### The metal 2 layer, run 1

(2 px per um)
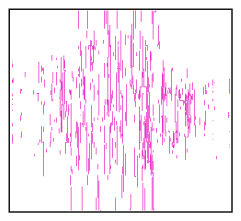
### Clock nets, run 1

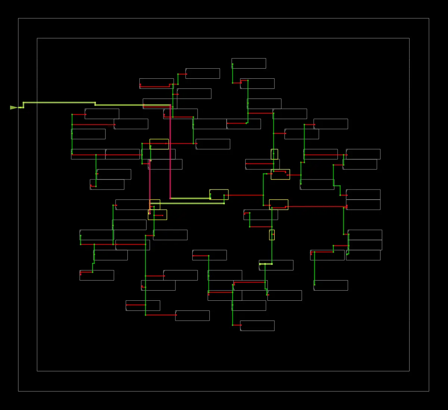
### M3 wires, run 1

(2 px per um) Cells faint in the background.
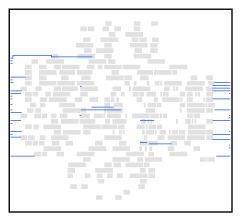
## src/rtl/nibble_serial_adder_ctrl_pkg.sv

```systemverilog
// Shared constants for the nibble-serial adder sequencer: state encoding,
// nibble width and the nibble-index width helper.
package nibble_serial_adder_ctrl_pkg;

  localparam logic ST_IDLE = 1'b0;
  localparam logic ST_RUN  = 1'b1;

  localparam int NIBBLE_W = 4;

  // clog2 of the nibble count, never narrower than one bit.
  function automatic int idx_width(input int nibbles);
    return (nibbles <= 2) ? 1 : $clog2(nibbles);
  endfunction

endpackage

```

## src/rtl/nibble_serial_adder_ctrl_full_adder.sv

```systemverilog
// 4-bit ripple full adder: {Cout, S} = A + B + Cin.
module nibble_serial_adder_ctrl_full_adder (
  input  logic [3:0] A,
  input  logic [3:0] B,
  input  logic       Cin,
  output logic [3:0] S,
  output logic       Cout
);

  assign {Cout, S} = {1'b0, A} + {1'b0, B} + {4'b0000, Cin};

endmodule

```

## src/rtl/nibble_serial_adder_ctrl.sv

```systemverilog
// Wide add/subtract sequencer: one shared 4-bit adder is stepped across the
// operands one nibble per clock, LSB nibble first, carry held between nibbles.
module nibble_serial_adder_ctrl
  import nibble_serial_adder_ctrl_pkg::*;
#(
  parameter int NIBBLES = 4
) (
  input  logic                      clk,
  input  logic                      rst,
  input  logic                      start,
  input  logic                      op_sub,
  input  logic [4*NIBBLES-1:0]      a,
  input  logic [4*NIBBLES-1:0]      b,
  output logic                      busy,
  output logic                      done,
  output logic [4*NIBBLES-1:0]      sum,
  output logic                      cout,
  output logic                      overflow
);

  localparam int W     = NIBBLE_W * NIBBLES;
  localparam int IDX_W = idx_width(NIBBLES);

  logic               state;
  logic               state_nx;
  logic [W-1:0]       op_a;
  logic [W-1:0]       op_b;
  logic               carry;
  logic [IDX_W-1:0]   idx;
  logic [NIBBLE_W-1:0] nib_a;
  logic [NIBBLE_W-1:0] nib_b;
  logic [NIBBLE_W-1:0] add_s;
  logic               add_co;
  logic               last;

  assign nib_a = op_a[idx*NIBBLE_W +: NIBBLE_W];
  assign nib_b = op_b[idx*NIBBLE_W +: NIBBLE_W];
  assign last  = (idx == IDX_W'(NIBBLES - 1));

  nibble_serial_adder_ctrl_full_adder u_adder (
    .A   (nib_a),
    .B   (nib_b),
    .Cin (carry),
    .S   (add_s),
    .Cout(add_co)
  );

  always_ff @(posedge clk or posedge rst) begin
    if (rst) state <= ST_IDLE;
    else     state <= state_nx;
  end

  always_comb begin
    state_nx = state;
    case (state)
      ST_IDLE: if (start) state_nx = ST_RUN;
      ST_RUN:  if (last)  state_nx = ST_IDLE;
      default: state_nx = ST_IDLE;
    endcase
  end

  always_comb begin
    busy = (state == ST_RUN);
  end

  // Subtraction is A + ~B + 1: B is inverted at capture and the carry seeded with 1.
  always_ff @(posedge clk or posedge rst) begin
    if (rst) begin
      op_a     <= '0;
      op_b     <= '0;
      carry    <= 1'b0;
      idx      <= '0;
      done     <= 1'b0;
      sum      <= '0;
      cout     <= 1'b0;
      overflow <= 1'b0;
    end else begin
      case (state)
        ST_IDLE: begin
          done <= 1'b0;
          if (start) begin
            op_a  <= a;
            op_b  <= op_sub ? ~b : b;
            carry <= op_sub;
            idx   <= '0;
          end
        end
        default: begin
          sum[idx*NIBBLE_W +: NIBBLE_W] <= add_s;
          carry <= add_co;
          idx   <= idx + 1'b1;
          if (last) begin
            cout     <= add_co;
            overflow <= (op_a[W-1] == op_b[W-1]) && (add_s[NIBBLE_W-1] != op_a[W-1]);
            done     <= 1'b1;
          end
        end
      endcase
    end
  end

endmodule

```

## config.mk

```make
export PLATFORM = sky130hd
export DESIGN_NAME = nibble_serial_adder_ctrl
export DESIGN_NICKNAME = d
export VERILOG_FILES = /design/src/rtl/nibble_serial_adder_ctrl_pkg.sv /design/src/rtl/nibble_serial_adder_ctrl_full_adder.sv /design/src/rtl/nibble_serial_adder_ctrl.sv
export SDC_FILE = /design/constraint.sdc
export NUM_CORES = 1
export LEC_CHECK = 0
export CAP_MARGIN = 15
export CORE_ASPECT_RATIO = 0.9
export CORE_MARGIN = 5
export CORE_UTILIZATION = 30
export DETAILED_ROUTE_END_ITERATION = 6
export SLEW_MARGIN = 20
export SYNTH_ARGS = -nofsm -noshare
export SYNTH_HDL_FRONTEND = slang
export SYNTH_HIERARCHICAL = 1
export SYNTH_SLANG_ARGS = --single-unit
export TNS_END_PERCENT = 1
```

## constraint.sdc

```tcl
create_clock -name clk -period 5.4 [get_ports clk]
set_clock_uncertainty 0.2 [all_clocks]
set_input_delay 0.81 -clock clk [delete_from_list [all_inputs] [get_ports clk]]
set_output_delay 0.81 -clock clk [all_outputs]
set_load 0.005 [all_outputs]
```

==> results_dict.tcl, run 1 <==
# yosys + openroad results
set metrics [dict create \
    grt_usage 0.106 \
    whs_path_depth 1 \
    antenna_left 0 \
    crit_path_start_kind "flip-flop" \
    dieArea_um2 11100 \
    drc 0 \
    synth.distinct_cells 35 \
    crit_cells 7 \
    drt_wl_total_um 5530 \
    worst_pin_slew_ps 917 \
    ys.flops 55 \
    reg2regPathDepth 7 \
    max_slew_margin 0.387 \
    synth_cells 204 \
    status "finished, final reports clean" \
    synth-main-ff-cell "dfrtp_1" \
    drt_iter0_drc 43 \
    async_flop_share 1.00 \
    cpLargestDelayFamily "flip-flops" \
    core_um2 9000 \
    drtPass1Iterations 4 \
    seqPwrFrac 0.359 \
    leakage_nw 1.43 \
    hp-start "done" \
    hold_slack_ps 288 \
    root_buffer "clkbuf_8" \
    hpwl_um 4190 \
    setup_tns_ps 0 \
    cts_buffer_depth 2 \
    wire_per_inst_um 14.5 \
    gp_congestion 0.773 \
    ir_drop_mv 0.274 \
    worstHoldPathType "flip-flop to flip-flop" \
    cts_tree "yes" \
    row_count 33 \
    warnings 30 \
    common_cells "dfrtp_1, mux2_2, inv_1" \
    vias_per_cell 4.59 \
    cp_data_required_time_ps 5420 \
]
## Picture notes: 'The metal 2 layer'
share of all routed wire: 45%
main direction: vertical

## Picture notes: 'Clock nets'
total clock sinks: 55
clk pwr: 219 uW
Seq Cell Count: 55
clock buf count: 6

## Picture notes: 'M3 wires'
main direction: horizontal
longest straight run: 20.2 um
share of all routed wire: 4.3%
nets with wire on the layer: 39
wire length on this layer: 235 um

## run 1: kinds of logic after synthesis
family	share of synthesized area
AND-OR/OR-AND	0.0760
AND/OR/NAND/NOR	0.0485
adder cells (fa/ha/maj)	0.0513
flip-flops	0.503
multiplexers	0.210
buffers and inverters	0.0535
XOR/XNOR	0.0577
## run 1: layout make-up
type,count,area (um^2)
Fill cell,909,5530
Sequential cell,55,1380
Multi-Input combinational cell,118,1210
Timing Repair Buffer,57,566
Tap cell,122,153
Inverter,20,75.1
Clock buffer,6,72.6
Clock inverter,2,12.5
## run 1: through the flow
step | cells | worst slack [ps] | util | total power, mW | cell area, um^2
floorplan | 204 | 2460 | - | 1.56 | 2730
global placement | 372 | 2040 | 0.376 | 1.90 | 3380
detailed placement | 372 | 1920 | 0.376 | 1.93 | 3380
CTS | 380 | 1910 | 0.385 | 2.16 | 3470
global route | 380 | 1720 | 0.385 | 2.32 | 3470
finish | 380 | 1960 | 0.385 | 2.12 | 3470
## run 1: routing by layer
metal,vias to the layer above,track usage,share of wire
met1,868,0.154,0.50
met5,-,0,0
met2,45,0.161,0.45
met4,0,0.0227,0.0071
met3,5,0.0270,0.042
li1,827,-,-
## run 1: cell usage in the layout, fill, tap and decap left out, types with 4 or more instances in the layout
cell type | synthesis | layout
dfrtp_1 | 55 | 55
clkdlybuf4s50_1 | 0 | 55
mux2_2 | 34 | 34
inv_1 | 20 | 19
xor2_1 | 16 | 16
o32ai_1 | 8 | 8
mux4_2 | 8 | 8
ha_1 | 8 | 8
nand3_1 | 5 | 5
clkbuf_8 | 0 | 5
nand2_1 | 4 | 4
o2bb2ai_1 | 4 | 4
a32o_1 | 4 | 4
## run 1: registers in the layout (all words and copies together) (netlist names), 2 cells and up
register and cells:
idx 2, op_b 16, op_a 16, sum 16
## Run 2: what changed since run 1
Clock period 5.4 ns to 2.8 ns, I/O delays scaled along.
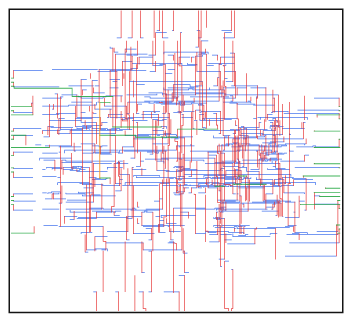
*Routed metal, one colour a layer, run 2*
(3 px per um)
| layer | colour | wire length |
|---|---|---|
| metal 2 | red | 2710 um |
| metal 4 | orange | 25.2 um |
| metal 3 | green | 246 um |
| metal 1 | blue | 2850 um |

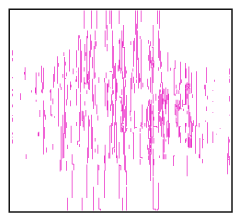
*The metal 2 layer, run 2*
(2 px per um)
main direction: vertical
share of all routed wire: 47%
wire length on this layer: 2710 um
nets with wire on the layer: 267
longest straight run: 38.1 um
Routed WL: 5830 um
DR vias: 1797
met2 Track Usage GR: 0.185

==> run 2 against run 1 <==
  * Sequential share of layout area fell by 1.7 points
  * Cell count rose by 2.9%
  * Design area rose by 4.6%
  * Clock power rose by 120%
  * Die area did not move
  * Combinational power rose by 140%
  * Hold slack improved by 0.73 ps
  * Synthesized cell count did not move
  * Fmax rose by 27%
  * Sequential power rose by 89%
  * First-iteration DRC count rose by 2.3%
  * Highest routed layer unchanged
==> results_dict.tcl, run 2 <==
# yosys + openroad results
set metrics [dict create \
    synth-main-ff-cell "dfrtp_1" \
    highest_layer "met4" \
    ys_sh_mux 0.210 \
    wl_met3_um 246 \
    fa_ha_area_frac 0.0513 \
    grt_usage 0.114 \
    total_power_mw 4.60 \
    area.combinational_um2 1270 \
    max_slew_margin 0.686 \
    ir_drop_mv 0.562 \
    ys_sh_xor 0.0577 \
    reg_top3 "op_a: 16 flops, op_b: 16 flops, sum: 16 flops" \
    stdcell_area_um2 3630 \
    final_util 0.403 \
    drt_iter0_drc 44 \
    layout_top_cells "clkdlybuf4s50_1, dfrtp_1, mux2_2" \
    synth_cells 204 \
    worstHoldPathType "input port to asynchronous set/reset pin" \
    worst_pin_slew_ps 468 \
    met1Wirelength_um 2840 \
    simple_gate_area_frac 0.0485 \
    async_flop_share 1.00 \
    regArea_um2 1380 \
    grt.busiest_layer "met2" \
    status "finished, final reports clean" \
    cts_buffer_depth 2 \
    drtPass1Iterations 4 \
    dieArea_um2 11100 \
    warnings 31 \
    reg2regPathDepth 7 \
    crit_path_start_kind "flip-flop" \
    lay_top_count "clkdlybuf4s50_1" \
    gp_congestion 0.828 \
    root_buffer "clkbuf_8" \
    row_count 33 \
    setup_tns_ps 0 \
]
[run 2: critical path, cell delays in order, from the launching register on]
cell     delay [ps]
dfrtp_2         470
mux4_2          550
fa_2            400
a21o_1          180
a21oi_2         160
xnor2_2         130
or3b_4          390
a41oi_2         170
[run 2: worst max-delay path by stage]
stage	start	end	slack, ps	cells after the start
floorplan	idx[0]	overflow	60	8
global placement	idx[0]	overflow	40	8
detailed placement	idx[0]	overflow	-10	8
CTS	idx[0]	overflow	20	7
global route	idx[0]	overflow	-50	7
finish	idx[0]	overflow	90	7
[run 2: through the flow]
stage	std cells	hold slack, ps
after global routing	391	314
after floorplan	204	274
after CTS	391	297
after detailed placement	382	274
after global placement	382	284
final	391	289
[run 2: logic make-up (layout without fill, tap and decap cells)]
kind of cell / after synthesis / in the layout
buffers and inverters: 31 / 96
and+or+nand+nor: 22 / 22
adders and majority gates: 10 / 10
DFF: 55 / 55
muxes: 43 / 43
xor gates and xnor gates: 18 / 18
AOI/OAI and AO/OA: 25 / 25
[run 2: cell type report]
cell class                      count  share of cell area
Timing Repair Buffer               68               0.181
Multi-Input combinational cell    118               0.349
Tap cell                          122              0.0421
Clock buffer                        8              0.0276
Inverter                           20              0.0207
Sequential cell                    55               0.380
[run 2: power by group through the flow]
stage / sequential [mW] / combinational [mW] / clock (mW)
4_1_cts: 1.45 / 2.62 / 0.498
3_3_place_gp: 1.45 / 2.50 / 0
2_1_floorplan: 1.35 / 1.76 / 0
3_5_place_dp: 1.46 / 2.55 / 0
6_report: 1.44 / 2.68 / 0.480
5_1_grt: 1.49 / 2.96 / 0.535
[run 2: timing repair]
action | CTS | global route
endpoints found under the hold margin | 0 | 0
pin swaps | 1 | 4
buffers inserted | 1 | 0
resized | 4 | 3
endpoints found under the setup margin | 1 | 7
## Run 3: what changed since run 2
Settings changed: CORE_ASPECT_RATIO 0.9 to default.
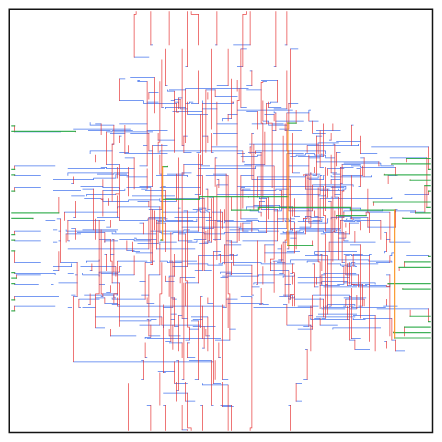
*Routed metal, one colour a layer, run 3*
(4 px per um)
| layer | colour | wire length |
|---|---|---|
| metal 3 | green | 254 um |
| metal 1 | blue | 2580 um |
| metal 4 | orange | 80.9 um |
| metal 2 | red | 2790 um |

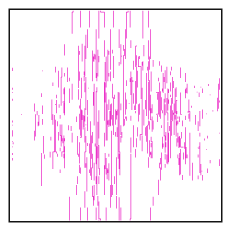
*The metal 2 layer, run 3*
(2 px per um)
share of all routed wire: 49%
wire length on this layer: 2790 um
longest straight run: 36.4 um
met2 Track Usage GR: 0.173
DR vias: 1776
Routed WL: 5710 um

==> run 3 against run 2 <==
  * Sequential power is essentially flat
  * Hold slack lost 29 ps
  * Synthesized cell count is the same
  * Fmax grew 1.5%
  * Clock power shrank 1%
  * Die area is essentially flat
  * Largest cell class unchanged
  * Largest power group unchanged
==> results_dict.tcl, run 3 <==
# yosys + openroad results
set metrics [dict create \
    final_util 0.411 \
    ys_sh_mux 0.210 \
    max_stage_delay_ps 540 \
    cp_cell_sequence "mux4_2 -> fa_2 -> a21o_1 -> a21oi_2 -> xnor2_2 -> or3b_4 -> a41oi_2" \
    gp_congestion 0.794 \
    worst_pin_slew_ps 396 \
    cts_buffer_depth 2 \
    async_flop_share 1.00 \
    lay_top_count "clkdlybuf4s50_1" \
    root_buffer "clkbuf_8" \
    drt_iter0_drc 65 \
    status "finished, final reports clean" \
    simple_gate_area_frac 0.0485 \
    cpLargestDelayFamily "multiplexers" \
    crit_buf_inv 0 \
    stdcell_area_um2 3620 \
    numPlacedInstances 366 \
    met1Wirelength_um 2580 \
    hold_slack_ps 260 \
    layout_top_cells "clkdlybuf4s50_1, dfrtp_1, mux2_2" \
    grt.busiest_layer "met2" \
    warnings 30 \
    grt_usage 0.107 \
    synth_cells 204 \
    ys_sh_xor 0.0577 \
    synth-main-ff-cell "dfrtp_1" \
    wl_met3_um 254 \
    row_count 34 \
    total_power_mw 4.53 \
    ir_drop_mv 0.474 \
    reg_top3 "op_a: 16 flops, op_b: 16 flops, sum: 16 flops" \
]
run 3: cell counts after synthesis:
Identical to the previous run, type by type.
run 3: area by class of cell:
class                           count  area (um^2)  share of cell area
Clock inverter                      2         16.3             0.00450
Clock buffer                        6         82.6              0.0228
Inverter                           20         75.1              0.0208
Tap cell                          108          135              0.0374
Sequential cell                    55         1380               0.381
Timing Repair Buffer               69          672               0.186
Multi-Input combinational cell    118         1260               0.348
run 3: how the worst max path moves through the flow:
stage / slack [ps] / depth (start not counted) / start / end
after detailed placement: 20 / 8 / idx[0] / overflow
final: 130 / 7 / idx[0] / overflow
after global routing: 10 / 8 / idx[0] / sum[11]
after CTS: 10 / 8 / idx[0] / overflow
after floorplan: 60 / 8 / idx[0] / overflow
after global placement: 70 / 8 / idx[0] / overflow
run 3: worst register-to-register path, delay by kind of cell, from the launching register on:
kind | cells | cell delay (ps)
multiplexers | 1 | 540
AND-OR/OR-AND | 3 | 490
XOR/XNOR | 1 | 130
adder cells (fa/ha/maj) | 1 | 400
flip-flops | 1 | 450
AND/OR/NAND/NOR | 1 | 390
run 3: power breakdown:
group / switching, mW / internal [mW]
logic: 1.21 / 1.44
registers: 0.251 / 1.16
clock network: 0.271 / 0.203
run 3: cell families (layout without fill, tap and decap cells):
| logic type | count (synthesis) | in the layout |
|---|---|---|
| AND-OR/OR-AND | 25 | 25 |
| buffers and inverters | 31 | 97 |
| multiplexers | 43 | 43 |
| XOR/XNOR | 18 | 18 |
| AND/OR/NAND/NOR | 22 | 22 |
| flip-flops | 55 | 55 |
| adder cells (fa/ha/maj) | 10 | 10 |
run 3: repair_timing:
item / CTS / global route
pin swaps: 1 / 5
gates resized: 2 / 2
setup endpoints to repair: 1 / 3
buffers inserted: 1 / 3
cloned: 0 / 0
Power figures rest on the tool's default switching activity, not on a simulated workload.
